===== src/rtl/seq_divider_pkg.sv =====
// rtl/seq_divider_pkg.sv - shared arithmetic types and widths for the divider
//
// Purpose: state enum, default operand widths and the divide-by-zero quotient
// constant shared by seq_divider, div_step and anything that checks them.
// The default widths match the 4x4 multiplier operand and 8-bit product so the
// divider can undo a multiplication exactly.
package seq_divider_pkg;

  typedef enum logic [1:0] {
    IDLE = 2'd0,
    CALC = 2'd1,
    DONE = 2'd2
  } div_state_t;

  localparam int DIV_DIVIDEND_W = 8;
  localparam int DIV_DIVISOR_W  = 4;
  localparam int DIV_CNT_W      = 4;

  // Quotient reported for a zero divisor: saturated all ones.
  localparam logic [DIV_DIVIDEND_W-1:0] DIV_DBZ_QUOTIENT = '1;

endpackage


===== src/rtl/seq_divider_step.sv =====
// rtl/seq_divider_step.sv - one combinational restoring-division iteration
//
// Purpose: shift the next dividend bit into the partial remainder and subtract
// the divisor when it fits.
// Ports:
//   rem_in   partial remainder before the step (DIVISOR_W+1 bits)
//   bit_in   next dividend bit, MSB first
//   divisor  denominator
//   rem_out  partial remainder after the step
//   q_bit    quotient bit produced by this step
module div_step #(
  parameter int DIVISOR_W = seq_divider_pkg::DIV_DIVISOR_W
) (
  input  logic [DIVISOR_W:0]   rem_in,
  input  logic                 bit_in,
  input  logic [DIVISOR_W-1:0] divisor,
  output logic [DIVISOR_W:0]   rem_out,
  output logic                 q_bit
);

  logic [DIVISOR_W:0] shifted;
  logic               fits;

  always_comb begin
    // The incoming remainder is always below the divisor, so its top bit is
    // zero and the shifted value still fits in DIVISOR_W+1 bits. The top bit
    // is still folded into the compare so a set bit can never be lost.
    shifted = {rem_in[DIVISOR_W-1:0], bit_in};
    fits    = rem_in[DIVISOR_W] | (shifted >= {1'b0, divisor});
    q_bit   = fits;
    rem_out = fits ? (shifted - {1'b0, divisor}) : shifted;
  end

endmodule


===== src/rtl/seq_divider.sv =====
// rtl/seq_divider.sv - sequential restoring divider with start/busy/done handshake
//
// Purpose: unsigned DIVIDEND_W / DIVISOR_W division, one quotient bit per clock.
// Ports:
//   clk, rst_n   clock and asynchronous active-low reset
//   start        request, accepted only in IDLE or DONE
//   dividend     numerator, captured on the accept edge
//   divisor      denominator, captured on the accept edge
//   busy         high while iterating
//   done         one-cycle pulse when results are written
//   quotient     registered quotient (all ones on divide by zero)
//   remainder    registered remainder (zero on divide by zero)
//   div_by_zero  registered flag for the last result
module seq_divider
  import seq_divider_pkg::*;
#(
  parameter int DIVIDEND_W = DIV_DIVIDEND_W,
  parameter int DIVISOR_W  = DIV_DIVISOR_W,
  parameter int CNT_W      = DIV_CNT_W
) (
  input  logic                  clk,
  input  logic                  rst_n,
  input  logic                  start,
  input  logic [DIVIDEND_W-1:0] dividend,
  input  logic [DIVISOR_W-1:0]  divisor,
  output logic                  busy,
  output logic                  done,
  output logic [DIVIDEND_W-1:0] quotient,
  output logic [DIVISOR_W-1:0]  remainder,
  output logic                  div_by_zero
);

  div_state_t            state, state_nxt;
  logic [DIVIDEND_W-1:0] dvd_sh, dvd_nxt;
  logic [DIVISOR_W-1:0]  dvs, dvs_nxt;
  logic [DIVISOR_W:0]    prem, prem_nxt;
  logic [DIVIDEND_W-1:0] quo_sh, quo_nxt;
  logic [CNT_W-1:0]      cnt, cnt_nxt;
  logic                  busy_nxt, done_nxt, dbz_nxt;
  logic [DIVIDEND_W-1:0] q_nxt;
  logic [DIVISOR_W-1:0]  r_nxt;

  logic [DIVISOR_W:0]    step_rem;
  logic                  step_q;

  div_step #(.DIVISOR_W(DIVISOR_W)) u_step (
    .rem_in  (prem),
    .bit_in  (dvd_sh[DIVIDEND_W-1]),
    .divisor (dvs),
    .rem_out (step_rem),
    .q_bit   (step_q)
  );

  always_ff @(posedge clk or negedge rst_n) begin
    if (!rst_n) begin
      state       <= IDLE;
      dvd_sh      <= '0;
      dvs         <= '0;
      prem        <= '0;
      quo_sh      <= '0;
      cnt         <= '0;
      busy        <= 1'b0;
      done        <= 1'b0;
      quotient    <= '0;
      remainder   <= '0;
      div_by_zero <= 1'b0;
    end else begin
      state       <= state_nxt;
      dvd_sh      <= dvd_nxt;
      dvs         <= dvs_nxt;
      prem        <= prem_nxt;
      quo_sh      <= quo_nxt;
      cnt         <= cnt_nxt;
      busy        <= busy_nxt;
      done        <= done_nxt;
      quotient    <= q_nxt;
      remainder   <= r_nxt;
      div_by_zero <= dbz_nxt;
    end
  end

  always_comb begin
    state_nxt = state;
    dvd_nxt   = dvd_sh;
    dvs_nxt   = dvs;
    prem_nxt  = prem;
    quo_nxt   = quo_sh;
    cnt_nxt   = cnt;
    busy_nxt  = busy;
    done_nxt  = 1'b0;
    q_nxt     = quotient;
    r_nxt     = remainder;
    dbz_nxt   = div_by_zero;

    case (state)
      IDLE, DONE: begin
        busy_nxt  = 1'b0;
        state_nxt = IDLE;
        if (start) begin
          if (divisor == '0) begin
            // No iterations needed: report the saturated result right away.
            state_nxt = DONE;
            done_nxt  = 1'b1;
            q_nxt     = '1;
            r_nxt     = '0;
            dbz_nxt   = 1'b1;
          end else begin
            state_nxt = CALC;
            busy_nxt  = 1'b1;
            dvd_nxt   = dividend;
            dvs_nxt   = divisor;
            prem_nxt  = '0;
            quo_nxt   = '0;
            cnt_nxt   = CNT_W'(DIVIDEND_W);
          end
        end
      end

      CALC: begin
        dvd_nxt  = {dvd_sh[DIVIDEND_W-2:0], 1'b0};
        prem_nxt = step_rem;
        quo_nxt  = {quo_sh[DIVIDEND_W-2:0], step_q};
        cnt_nxt  = cnt - CNT_W'(1);
        // Last iteration: publish this step's result directly rather than
        // waiting an extra cycle for the shift registers to settle.
        if (cnt == CNT_W'(1)) begin
          state_nxt = DONE;
          busy_nxt  = 1'b0;
          done_nxt  = 1'b1;
          q_nxt     = {quo_sh[DIVIDEND_W-2:0], step_q};
          r_nxt     = step_rem[DIVISOR_W-1:0];
          dbz_nxt   = 1'b0;
        end
      end

      default: begin
        state_nxt = IDLE;
        busy_nxt  = 1'b0;
      end
    endcase
  end

endmodule


===== config.mk =====
export PLATFORM = sky130hd
export DESIGN_NAME = seq_divider
export DESIGN_NICKNAME = d
export VERILOG_FILES = /design/src/rtl/seq_divider_pkg.sv /design/src/rtl/seq_divider_step.sv /design/src/rtl/seq_divider.sv
export SDC_FILE = /design/constraint.sdc
export NUM_CORES = 1
export LEC_CHECK = 0
export CORE_ASPECT_RATIO = 0.7
export CORE_MARGIN = 1
export CORE_UTILIZATION = 54
export DETAILED_ROUTE_END_ITERATION = 6
export GPL_TIMING_DRIVEN = 0
export PLACE_DENSITY = 0.89
export SLEW_MARGIN = 20
export SYNTH_ARGS = -nofsm -noshare
export SYNTH_HDL_FRONTEND = slang
export SYNTH_HIERARCHICAL = 1
export SYNTH_SLANG_ARGS = --single-unit

===== constraint.sdc =====
create_clock -name clk -period 3.53 [get_ports clk]
set_input_delay 0.353 -clock clk [delete_from_list [all_inputs] [get_ports clk]]
set_output_delay 0.353 -clock clk [all_outputs]
set_load 0.05 [all_outputs]

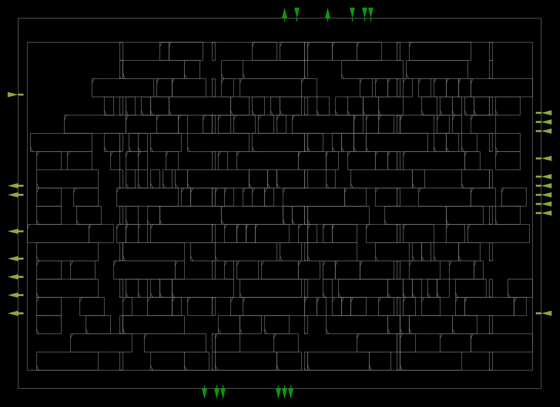
**Above:** run 1 (placed standard cells).
row cnt: 18
flip-flops: 45

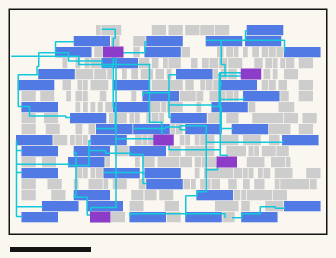
**Above:** run 1 (clock distribution).
The bar under the picture is 20 µm long.
[cyan] clock wires | length: 609 µm
[blue] flip-flops | count: 45
[purple] clock drivers | count: 5
flops lie: all over the die

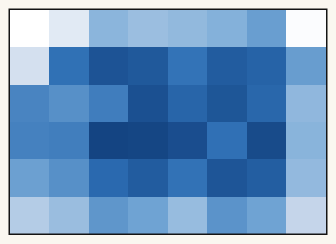
**Above:** run 1 (cell area per tile).
8 x 6 tiles, from white (low) to dark blue (high), 0 to 100% covered.
nearly empty tiles: 4.2%
mean over tiles: 60%
tiles over 75% full: 33%
emptiest ninth of the die: north-west
fullest tile: 92%
densest ninth of the die: centre
utilization after layout: 0.721
Core Footprint: 3690 µm²
effective utilization at floorplan: 0.593

==> notes.md, run 1 <==
Implementation results. Critical path buffer and inverter count landed at 1. The number of global-route vias before repair came to 1719. Buffers added to address setup during post-CTS repair amount to 0. The run finished with clean final reports.

The routed layout has 1712 vias. Power per standard cell area landed at 1110 nW/µm². Once detail routing completed, the nets flagged for antenna violations numbered 0. During I/O placement, the number of pins put on the boundary was 30. Once placement finished, the instance area stood at ~2600 µm².

sky130_fd_sc_hd__dfrtp_1 takes more of the synthesized area than any other cell. Looking at the max-slew report, the worst-margin pin has a slew of 0.659 ns. The number of nets handed over by synthesis was between 200 and 250. In this run the worst path has a maximum fanout of 4. The clock tree synthesis step divided the H-tree into 2 levels. Share of layout cells above drive strength 1 landed at 0.155. The number of antenna violations at the first check in global routing is 0. Global routing usage summed across all routing layers landed at 0.253. Global-route wire length before repair landed at 8.29 mm.

Per the post-synthesis report, the number of cells in the design is 206. STA classifies the critical path startpoint as a flop. Total detailed-routing wirelength landed at ~4.8 mm.

Number of distinct standard cells referenced by the synthesized netlist landed at 43. After clock tree synthesis, the clock-pin slew on the worst setup and hold paths is 0.09 ns. Area of the synthesized netlist per yosys stat landed at 2190 µm².

Endpoint arrival time on the critical path landed at between 2 and 2.5 ns. Per the OpenROAD floorplan log, the area of the die is 4320 µm². The later pin in the worst-skew pair is clocked with a latency of 0.31 ns. Die height landed at 55.3 µm. Number of warnings the tools reported landed at 27. Per the synth stats, the flop cell with the highest instance count is sky130_fd_sc_hd__dfrtp_1. Total non-filler cell area in the finished layout landed at roughly 2700 µm². The root buffer cell chosen for the clock tree is sky130_fd_sc_hd__clkbuf_8. Antenna cell count landed at 0. CTS saw 45 sinks.

Buffers placed on the I/O ports in this run total 29. Based on the critical path, the design can be clocked at up to slightly below 500 MHz. The critical path is of the reg2reg type. RePlAce ended its routability-driven mode at a weighted congestion of 0.808.

Per-instance average area after synthesis landed at between 10 and 15 µm². STA classifies the critical path endpoint as a flop. In the routed design, unresolved DRC markers number 0. For the final database, setup skew stands at 0.00667 ns. The area fraction of the largest cell type after synthesis is 0.514.

Number of synthesized register bits landed at 45. Per the hold report, the tightest min-delay path originates at quotient[7]. Worst slew slack as a fraction of its limit landed at 0.558. Yosys attributes the largest share of cell area to sky130_fd_sc_hd__dfrtp_1 51%, sky130_fd_sc_hd__o21ai_0 5.3%, sky130_fd_sc_hd__nand2_1 5.1%. The most common logic cell in the final layout is sky130_fd_sc_hd__dfrtp_1. Number of maximum-capacitance violations landed at 0. In this run the deepest clock path goes through 2 buffers. Average detailed-routed wire length per instance landed at about 16 µm.

Per the OpenROAD floorplan log, the width of the die is between 70 and 80 µm. Sequential share of the synthesized area landed at 0.514. Number of endpoints with negative hold slack in the final report landed at 0.

In the layout the commonest cells are 45 x sky130_fd_sc_hd__dfrtp_1, 30 x sky130_fd_sc_hd__nand2_1, 28 x sky130_fd_sc_hd__clkdlybuf4s50_1. Largest vdd supply drop landed at 0.682 mV. Summed over all layers, the global routing overflow is 0.

The first TritonRoute pass finished after 4 iterations. Final setup violation count landed at 0. Worst reg-to-reg path cell count landed at 7. Yosys warning count landed at 6.

The post-synth count of flops with an enable pin is 0. Post-detailed-route via-to-cell ratio landed at 5.80. In this run the worst hold path is classified as reg2reg. Post-route period utilization is reported as 0.582. After the first detailed-routing iteration, the DRC count stood at ~94. The kind of cell with the highest combined delay along the critical path is AND-OR/OR-AND gates. Setup repair after global routing left no endpoint under its margin.

The cell area that synthesis handed to floorplanning was ~2200 µm². The critical path endpoint has a required time of ~3.7 ns.
## run 1: sequential cells by signal, summed over array words and instances, names as in the netlist
name         flops
busy             1
cnt              4
div_by_zero      1
done             1
dvd_sh           8
dvs              4
prem             5
quo_sh           7
quotient         8
remainder        4
state            2
## run 1: cell usage after synthesis, types with 2 or more instances
master	instances
sky130_fd_sc_hd__nand3_1	2
sky130_fd_sc_hd__mux2i_1	2
sky130_fd_sc_hd__buf_2	2
sky130_fd_sc_hd__nand2_1	30
sky130_fd_sc_hd__nand2b_1	3
sky130_fd_sc_hd__a31oi_1	7
sky130_fd_sc_hd__nor2_1	14
sky130_fd_sc_hd__clkbuf_1	5
sky130_fd_sc_hd__mux2_4	2
sky130_fd_sc_hd__inv_1	9
sky130_fd_sc_hd__a21oi_1	8
sky130_fd_sc_hd__o22a_2	8
sky130_fd_sc_hd__dfrtp_1	45
sky130_fd_sc_hd__o21ai_0	23
sky130_fd_sc_hd__nor2b_1	3
sky130_fd_sc_hd__nand2_2	2
sky130_fd_sc_hd__a22o_1	8
sky130_fd_sc_hd__buf_6	2
sky130_fd_sc_hd__ha_1	6
sky130_fd_sc_hd__xnor2_1	2
## run 1: area by class of cell
class | instances | area (µm²) | area share
multi-input combinational | 142 | 970 | 0.364
tap | 50 | 62.6 | 0.0235
clock buffer | 6 | 82.6 | 0.0310
clock inverter | 2 | 13.8 | 0.00517
inverter | 10 | 42.5 | 0.0160
sequential | 45 | 1130 | 0.423
buffer | 9 | 51.3 | 0.0193
timing repair buffer | 31 | 315 | 0.118
## run 1: per-stage QoR
step	hold slack [ns]	std cells	setup WS, ns
floorplan	0.0574	206	1.61
global placement	0.481	285	0.890
detailed placement	0.318	286	1.42
CTS	0.506	295	1.46
global route	0.511	295	1.38
finish	0.501	295	1.48
## run 1: metal layers
| metal | GRT usage | up-vias | wire [µm] |
|---|---|---|---|
| met5 | 0 | - | 0 |
| met4 | 0.0979 | 0 | 72 |
| met3 | 0.0595 | 7 | 318 |
| met2 | 0.373 | 47 | 2110 |
| met1 | 0.364 | 859 | 2300 |
| li1 | - | 799 | - |
## run 1: power by group
group	internal (mW)	leakage [nW]	switching, mW
clock	0.159	0.0512	0.188
sequential	0.763	0.542	0.172
combinational	0.681	0.581	0.991
## run 1: cells by family after synthesis
| kind of cell | share of synthesized area |
|---|---|
| and+or+nand+nor | 0.168 |
| AOI/OAI and AO/OA | 0.197 |
| DFF | 0.514 |
| buffers and inverters | 0.0429 |
| adders and majority gates | 0.0434 |
| muxes | 0.0229 |
| xor gates and xnor gates | 0.0120 |
## run 1: how the worst max path moves through the flow
stage	from	to
2_1_floorplan	dvs[1]	remainder[2]
3_3_place_gp	rst_n	quotient[2]
3_5_place_dp	divisor[1]	dvs[0]
4_1_cts	dvs[1]	remainder[2]
5_1_grt	dvs[1]	remainder[2]
6_report	dvs[1]	remainder[2]
## run 1: timing repair
item                      4_1_cts  5_1_grt
hold buffers                    1        0
gates resized                   0        0
hold endpoints to repair       17        0
**Run 1: met3 routing**

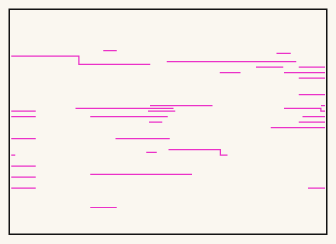

==> inputs of run 2 (changes only) <==
--- a/config.mk
+++ b/config.mk
@@ -7,10 +7,10 @@
 export LEC_CHECK = 0
 export CORE_ASPECT_RATIO = 0.7
 export CORE_MARGIN = 1
-export CORE_UTILIZATION = 54
+export CORE_UTILIZATION = 49
 export DETAILED_ROUTE_END_ITERATION = 6
 export GPL_TIMING_DRIVEN = 0
-export PLACE_DENSITY = 0.89
+export PLACE_DENSITY = 0.85
 export SLEW_MARGIN = 20
 export SYNTH_ARGS = -nofsm -noshare
 export SYNTH_HDL_FRONTEND = slang
==> constraint.sdc (replaced) <==
create_clock -name clk -period 1.82 [get_ports clk]
set_input_delay 0.182 -clock clk [delete_from_list [all_inputs] [get_ports clk]]
set_output_delay 0.182 -clock clk [all_outputs]
set_load 0.05 [all_outputs]
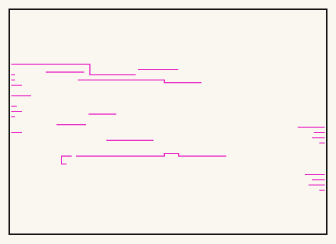
**Above:** run 2 (met3 routing).
share of all routed wire: 4.1%
wire length on this layer: 201 µm
met3 capacity usage during global routing: 0.0709
via total after detailed routing: 1713

==> run 2 against run 1 <==
Compared with the run above: the flow now finishes with violations (setup timing); global-route usage shrank 1.5 points; clock skew increased by 0.0040 ns; sequential power grew 96%; final area grew 5.9%.
==> notes.md, run 2 <==
Implementation results. The run finished, with violations left. The final reports fail on setup timing. Routability-driven placement finished with a final weighted congestion of 0.833. Area of the synthesized netlist per yosys stat landed at 2190 µm². Number of top-level pins landed at 30. Maximum frequency from static timing analysis landed at approximately 540 MHz. Number of flops mapped to enable cells by yosys landed at 0. The share of the Yosys chip area taken by registers is 0.514. Number of nets at the end of the flow landed at 274. At the worst endpoint, the required time is 2.03 ns.

Per the GRT congestion report, total overflow comes to 0. Number of maximum-capacitance violations landed at 0. Per the slew report, the remaining headroom to the max-slew limit stands at 0.533. At the pin with the least slew margin, the transition time is 0.695 ns.

The number of global-route vias before repair came to 1710. Largest incremental delay on the critical path landed at about 0.39 ns. Number of distinct standard cells referenced by the synthesized netlist landed at 43. Number of DRC violations after detailed-routing iteration 0 landed at around 130. For this run, the total global-route usage over all layers was measured as 0.239. Number of antenna violations at the first check in global routing landed at 0. The final report gives the standard cell area, fillers excluded, as 2820 µm². The worst setup path is launched from a flop. Power per standard cell area landed at 2230 nW/µm².

The floorplan step defined a die boundary enclosing 4740 µm². Per the final layout report, the fraction of cells sized above drive strength 1 comes to 0.233. The first global-routing pass estimated 8.38 mm of wire. Total detailed-routing wirelength landed at 4.92 mm. Number of optimization iterations in the first detailed-route pass landed at 4. The cell type that accounts for the most area after synthesis is sky130_fd_sc_hd__dfrtp_1. Summing all flip-flop and latch instances after layout gives 1130 µm². Clock insertion delay at the later pin of the skew report landed at between 0.3 and 0.4 ns.

Post-place instance area landed at approximately 2600 µm². During placement, the flow inserted port buffers numbering 29. Yosys warning count landed at 6. Average detailed-routed wire length per instance landed at 16.1 µm. Pre-placement core utilization landed at 0.535. Number of warnings the tools reported landed at 30. DRC violation count after routing landed at 0.

On the worst setup and hold paths after CTS, the clock-pin slew comes to approximately 0.090 ns. Maximum buffer depth of the clock tree landed at 2. Endpoint arrival time on the critical path landed at 2.05 ns. The library cell used most frequently in the layout, excluding fill and tap cells, is sky130_fd_sc_hd__dfrtp_1. The core region is about 4100 µm².

IR analysis of the VDD net gives a maximum drop of 1.28 mV. Smallest setup slack after layout landed at -0.0172 ns. In this run the cell area of the synthesized design comes to 2190 µm².

Of the post-synthesis cell area, the dominant cell type holds 0.514. Looking at the setup timing report, the critical path kind is reg2reg. The min-delay analysis places its worst path in the category in2async.

Die extent in x landed at 81.9 µm. Final setup violation count landed at 1. The final report gives the core utilization as 0.690. The cell sitting at the root of the clock tree is a sky130_fd_sc_hd__clkbuf_8. Synthesis produced a netlist with a net count of 228. Sorting the synthesis cell report by count puts at the top sky130_fd_sc_hd__dfrtp_1.

The largest registers in the layout are dvd_sh (8), quotient (8), quo_sh (7). Count of standard-cell rows landed at 19. The final hold violation count recorded for this run is 0. Final critical-path share of the clock period landed at 1.01.

Post-detailed-route via-to-cell ratio landed at 5.62. The synthesized design contains 45 register bits. Die height landed at 57.9 µm. Number of nets with antenna violations after routing landed at 0. Ranking logic cells in the layout by count gives the top entries 45 x sky130_fd_sc_hd__dfrtp_1, 30 x sky130_fd_sc_hd__nand2_1, 28 x sky130_fd_sc_hd__clkdlybuf4s50_1. Setup repair after global routing could not meet its margin everywhere. The main area contributors are sky130_fd_sc_hd__dfrtp_1 51%, sky130_fd_sc_hd__o21ai_0 5.3%, sky130_fd_sc_hd__nand2_1 5.1%. Number of sinks driven by the clock tree landed at 45. Antenna cell count landed at 0. The worst setup path is captured at a flop. In the synthesized netlist the dominant register cell turns out to be sky130_fd_sc_hd__dfrtp_1. Per-instance average area after synthesis landed at 10.6 µm². Instance tally after logic synthesis landed at 206. By count the netlist is led by 45 x sky130_fd_sc_hd__dfrtp_1, 30 x sky130_fd_sc_hd__nand2_1, 23 x sky130_fd_sc_hd__o21ai_0. Deepest level of the CTS H-tree landed at 2.

After layout, the setup clock skew is reported as 0.0107 ns. Among all stages on the critical path, the largest delay is contributed by sky130_fd_sc_hd__dfrtp_1. Area of the multi-input gates landed at 1060 µm². Highest net fanout along the worst path landed at 3.
-- run 2: stage by stage --
step	instances	TNS, ns	worst slack, ns	total power, mW	hold WS, ns
final	305	-0.0172	-0.0172	6.28	0.326
after global routing	305	-0.123	-0.0515	6.71	0.360
after CTS	302	-0.185	-0.0533	5.93	0.330
after detailed placement	288	-2.80	-0.158	5.09	0.127
after global placement	287	-27.03	-0.579	4.92	0.474
after floorplan	206	-0.0693	-0.0693	4.19	-0.114
-- run 2: what timing repair did --
item	in CTS	in global routing
pin swaps	6	6
endpoints found under the setup margin	9	18
hold endpoints to repair	16	0
setup buffers	5	3
hold buffers	1	0
resized	2	17
-- run 2: worst paths after layout --
kind,startpoint,endpoint,slack [ns],cells after the start
min,rst_n,done,0.33,2
max,dvs[1],remainder[2],-0.02,7
min reg2reg,quotient[2],quotient[2],0.49,1
min in group clk,dividend[0],dvd_sh[0],0.47,3
max reg2reg,dvs[1],remainder[2],-0.02,7
max in group asynchronous,rst_n,dvd_sh[6],1.00,3
-- run 2: area by class of cell --
type                    count  share of cell area
plain buffers               9              0.0182
repair buffers             39               0.136
well taps                  52              0.0231
multi-input cells         142               0.377
inverters                  10              0.0151
clock inverters             3             0.00754
clock buffers               5              0.0244
flip-flops and latches     45               0.399
-- run 2: where the power goes --
group | internal (mW) | switching, mW
clock | 0.273 | 0.363
combinational | 1.71 | 2.10
sequential | 1.48 | 0.350
total | 3.47 | 2.81
-- run 2: cell families after synthesis --
family | share of synthesized area
DFF | 0.514
adders and majority gates | 0.0434
xor gates and xnor gates | 0.0120
AOI/OAI and AO/OA | 0.197
buffers and inverters | 0.0429
muxes | 0.0229
and+or+nand+nor | 0.168
-- run 2: worst max-delay path, delay by kind of cell (launching register included) --
| family | cells | cell delay, ns |
|---|---|---|
| AND-OR/OR-AND | 2 | 0.50 |
| adder cells (fa/ha/maj) | 1 | 0.21 |
| buffers and inverters | 1 | 0.07 |
| flip-flops | 1 | 0.39 |
| multiplexers | 1 | 0.31 |
| AND/OR/NAND/NOR | 2 | 0.25 |
-- run 2: metal layers --
metal / up-vias / track usage / wire length (µm)
met2: 36 / 0.370 / 2310
met4: 0 / 0.0301 / 19
met3: 2 / 0.0709 / 200
met1: 865 / 0.343 / 2390
li1: 810 / - / -
met5: - / 0 / 0
**Run 2: clock distribution**

The bar under the picture is 20 µm long.
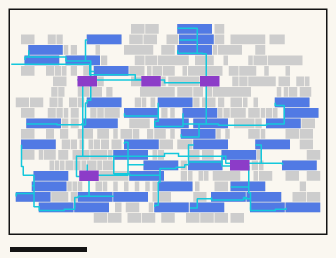

==> inputs of run 3 (changes only) <==
--- a/config.mk
+++ b/config.mk
@@ -7,12 +7,11 @@
 export LEC_CHECK = 0
 export CORE_ASPECT_RATIO = 0.7
 export CORE_MARGIN = 1
-export CORE_UTILIZATION = 49
+export CORE_UTILIZATION = 48
 export DETAILED_ROUTE_END_ITERATION = 6
 export GPL_TIMING_DRIVEN = 0
 export PLACE_DENSITY = 0.85
 export SLEW_MARGIN = 20
 export SYNTH_ARGS = -nofsm -noshare
 export SYNTH_HDL_FRONTEND = slang
-export SYNTH_HIERARCHICAL = 1
 export SYNTH_SLANG_ARGS = --single-unit
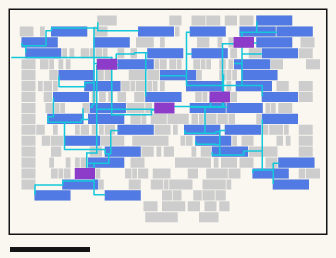
**Above:** run 3 (clock distribution).
The bar under the picture is 20 µm long.
[purple] clock drivers | count: 5
[blue] flip-flops | count: 44
[cyan] clock wires | length: 488 µm
flops lie: all over the die
insertion delay of the later-clocked pin in the worst-skew pair: 0.30 ns
final clock skew: 0.00669 ns
share of total power in the clock network: 0.110
clk pwr: 0.624 mW

==> run 3 against run 2 <==
Compared with the run above: the flow now finishes without violations; power decreased by 10%; sequential cell count down 1; synthesized cell count decreased by 11%; largest cell class unchanged.
==> notes.md, run 3 <==
Implementation results. The pre-CTS setup check shows a worst slack of -0.0868 ns. The count of nets left with antenna violations once routing finished came out at 0. The share of the Yosys chip area taken by registers is 0.558. Per the cell usage report, the commonest logic cells after layout are 44 x sky130_fd_sc_hd__dfrtp_1, 28 x sky130_fd_sc_hd__nand2_1, 28 x sky130_fd_sc_hd__clkdlybuf4s50_1. Instance tally after logic synthesis landed at 184.

Largest vdd supply drop landed at 1.05 mV. Core outline area landed at 3920 µm². Yosys mapped a number of flops with a built-in enable equal to 0. Post-detailed-route via-to-cell ratio landed at 5.38. The synthesis report lists the most area-consuming cells as sky130_fd_sc_hd__dfrtp_1 56%, sky130_fd_sc_hd__nand2_1 5.3%, sky130_fd_sc_hd__ha_1 3.8%. Routability congestion estimate landed at 0.825.

Of the total power, combinational logic draws 0.578. Power per standard cell area landed at 2230 nW/µm². Global route total overflow landed at 0. The worst setup path is of the reg2reg kind. For this run, design rule violations remaining after detail routing come to 0.

Of the total power, registers draw 0.312. Actual transition at the worst max-transition pin landed at 0.591 ns. STA classifies the critical path startpoint as a flop. The synthesis stats list as the most numerous cell sky130_fd_sc_hd__dfrtp_1. The pre-antenna-repair detailed-routing pass consisted of 4 iterations.

Area of the synthesized netlist per yosys stat landed at between 1500 and 2000 µm². The top cell type in the final layout, fill and taps aside, is sky130_fd_sc_hd__dfrtp_1. The gate-level netlist out of Yosys references 44 unique cell types. Maximum buffer depth of the clock tree landed at 2. Worst endpoint required time landed at ~2.0 ns. Die extent in x landed at 78.7 µm.

Number of global-route vias before repair landed at ~1500. Core utilization of the finished layout landed at 0.647. Number of warnings the tools reported landed at 28.

Switching power landed at 2.52 mW. Worst slew slack as a fraction of its limit landed at 0.605. Number of maximum-capacitance violations landed at 0. The die is 55.7 µm tall. The number of antenna violations at the first check in global routing is 0. The OpenROAD report gives the critical path a data arrival time of 1.95 ns. For this run, the script counts the antenna cells in the layout as 0.

The internal portion of the total power is between 3 and 4 mW. Number of endpoints with negative hold slack in the final report landed at 0. The floorplan step defined a die boundary enclosing around 4400 µm².

Max fanout on the critical path was recorded as 5. Of the post-synthesis cell area, the dominant cell type holds 0.558. The worst setup path is captured at a flop. The biggest area contributor in the post-synthesis netlist is sky130_fd_sc_hd__dfrtp_1. Per the synth stats, the flop cell with the highest instance count is sky130_fd_sc_hd__dfrtp_1.

The flow ran to the end, and the final reports show no timing, DRC or antenna violations. Share of layout cells above drive strength 1 landed at 0.175. Detailed-route via count landed at 1505. Total detailed-routing wirelength landed at 4.23 mm.

Maximum frequency from static timing analysis landed at 558 MHz. The global routing report lists combined usage of all routing layers as 0.215.
[run 3: netlist changes by cell type in the layout (fill, tap and decap cells not counted), moves of 4 or more]
cell | previous run | this run
sky130_fd_sc_hd__a21oi_1 | 7 | 3
sky130_fd_sc_hd__a22o_1 | 8 | 4
sky130_fd_sc_hd__a31oi_1 | 7 | 0
sky130_fd_sc_hd__o21ai_0 | 21 | 7
sky130_fd_sc_hd__o21ai_1 | 2 | 10
sky130_fd_sc_hd__o22a_1 | 0 | 7
sky130_fd_sc_hd__o22a_2 | 8 | 0
sky130_fd_sc_hd__o22ai_1 | 1 | 8
[run 3: power groups by stage]
stage	logic [mW]	registers [mW]	clock network [mW]
finish	3.27	1.76	0.624
global route	3.57	1.82	0.677
CTS	3.04	1.75	0.637
detailed placement	2.94	1.76	0
global placement	2.83	1.74	0
floorplan	1.66	2.24	0
[run 3: cell type report]
class | count | area [µm²] | area share
plain buffers | 5 | 31.3 | 0.0123
clock buffers | 6 | 82.6 | 0.0325
well taps | 52 | 65.1 | 0.0256
flip-flops and latches | 44 | 1100 | 0.434
clock inverters | 2 | 10.0 | 0.00394
inverters | 11 | 41.3 | 0.0163
multi-input cells | 124 | 853 | 0.336
repair buffers | 36 | 353 | 0.139
[run 3: critical path: stages (launching register included)]
cell	delay, ns
sky130_fd_sc_hd__dfrtp_1	0.41
sky130_fd_sc_hd__ha_2	0.19
sky130_fd_sc_hd__or3_4	0.40
sky130_fd_sc_hd__a21oi_4	0.22
sky130_fd_sc_hd__mux2i_2	0.31
sky130_fd_sc_hd__o22ai_1	0.11
[run 3: per-layer routing]
metal / vias up / global-route usage / wire length [µm]
li1: 727 / - / -
met1: 730 / 0.304 / 2030
met2: 41 / 0.322 / 1920
met3: 7 / 0.0639 / 222
met4: 0 / 0.0635 / 51
met5: - / 0 / 0
[run 3: cell families after synthesis]
| logic type | after synthesis | share of synthesized area |
|---|---|---|
| multiplexers | 3 | 0.0177 |
| AND-OR/OR-AND | 50 | 0.182 |
| flip-flops | 44 | 0.558 |
| adder cells (fa/ha/maj) | 7 | 0.0482 |
| XOR/XNOR | 3 | 0.0133 |
| buffers and inverters | 16 | 0.0368 |
| AND/OR/NAND/NOR | 61 | 0.144 |
[run 3: worst paths after layout]
kind,end,depth (start not counted),from
worst max-delay path,prem[2],5,prem[2]
worst min-delay path,remainder[2],2,rst_n
worst max register to register,prem[2],5,prem[2]
worst min register to register,remainder[1],2,remainder[1]
max in group asynchronous,remainder[0],3,rst_n
min in group clk,dvd_sh[0],3,dividend[0]
[run 3: per-stage QoR]
step           instances  instance area, µm²
2_1_floorplan        184                1970
3_3_place_gp         265                2330
3_5_place_dp         266                2340
4_1_cts              276                2470
5_1_grt              280                2540
6_report             280                2540
[run 3: repair_timing]
action | in CTS | in global routing
hold buffers | 1 | 0
endpoints found under the hold margin | 16 | 0
resized | 2 | 11
setup endpoints to repair | 6 | 16
setup buffers | 1 | 4
pin swaps | 2 | 4
Power figures rest on the tool's default switching activity, not on a simulated workload.
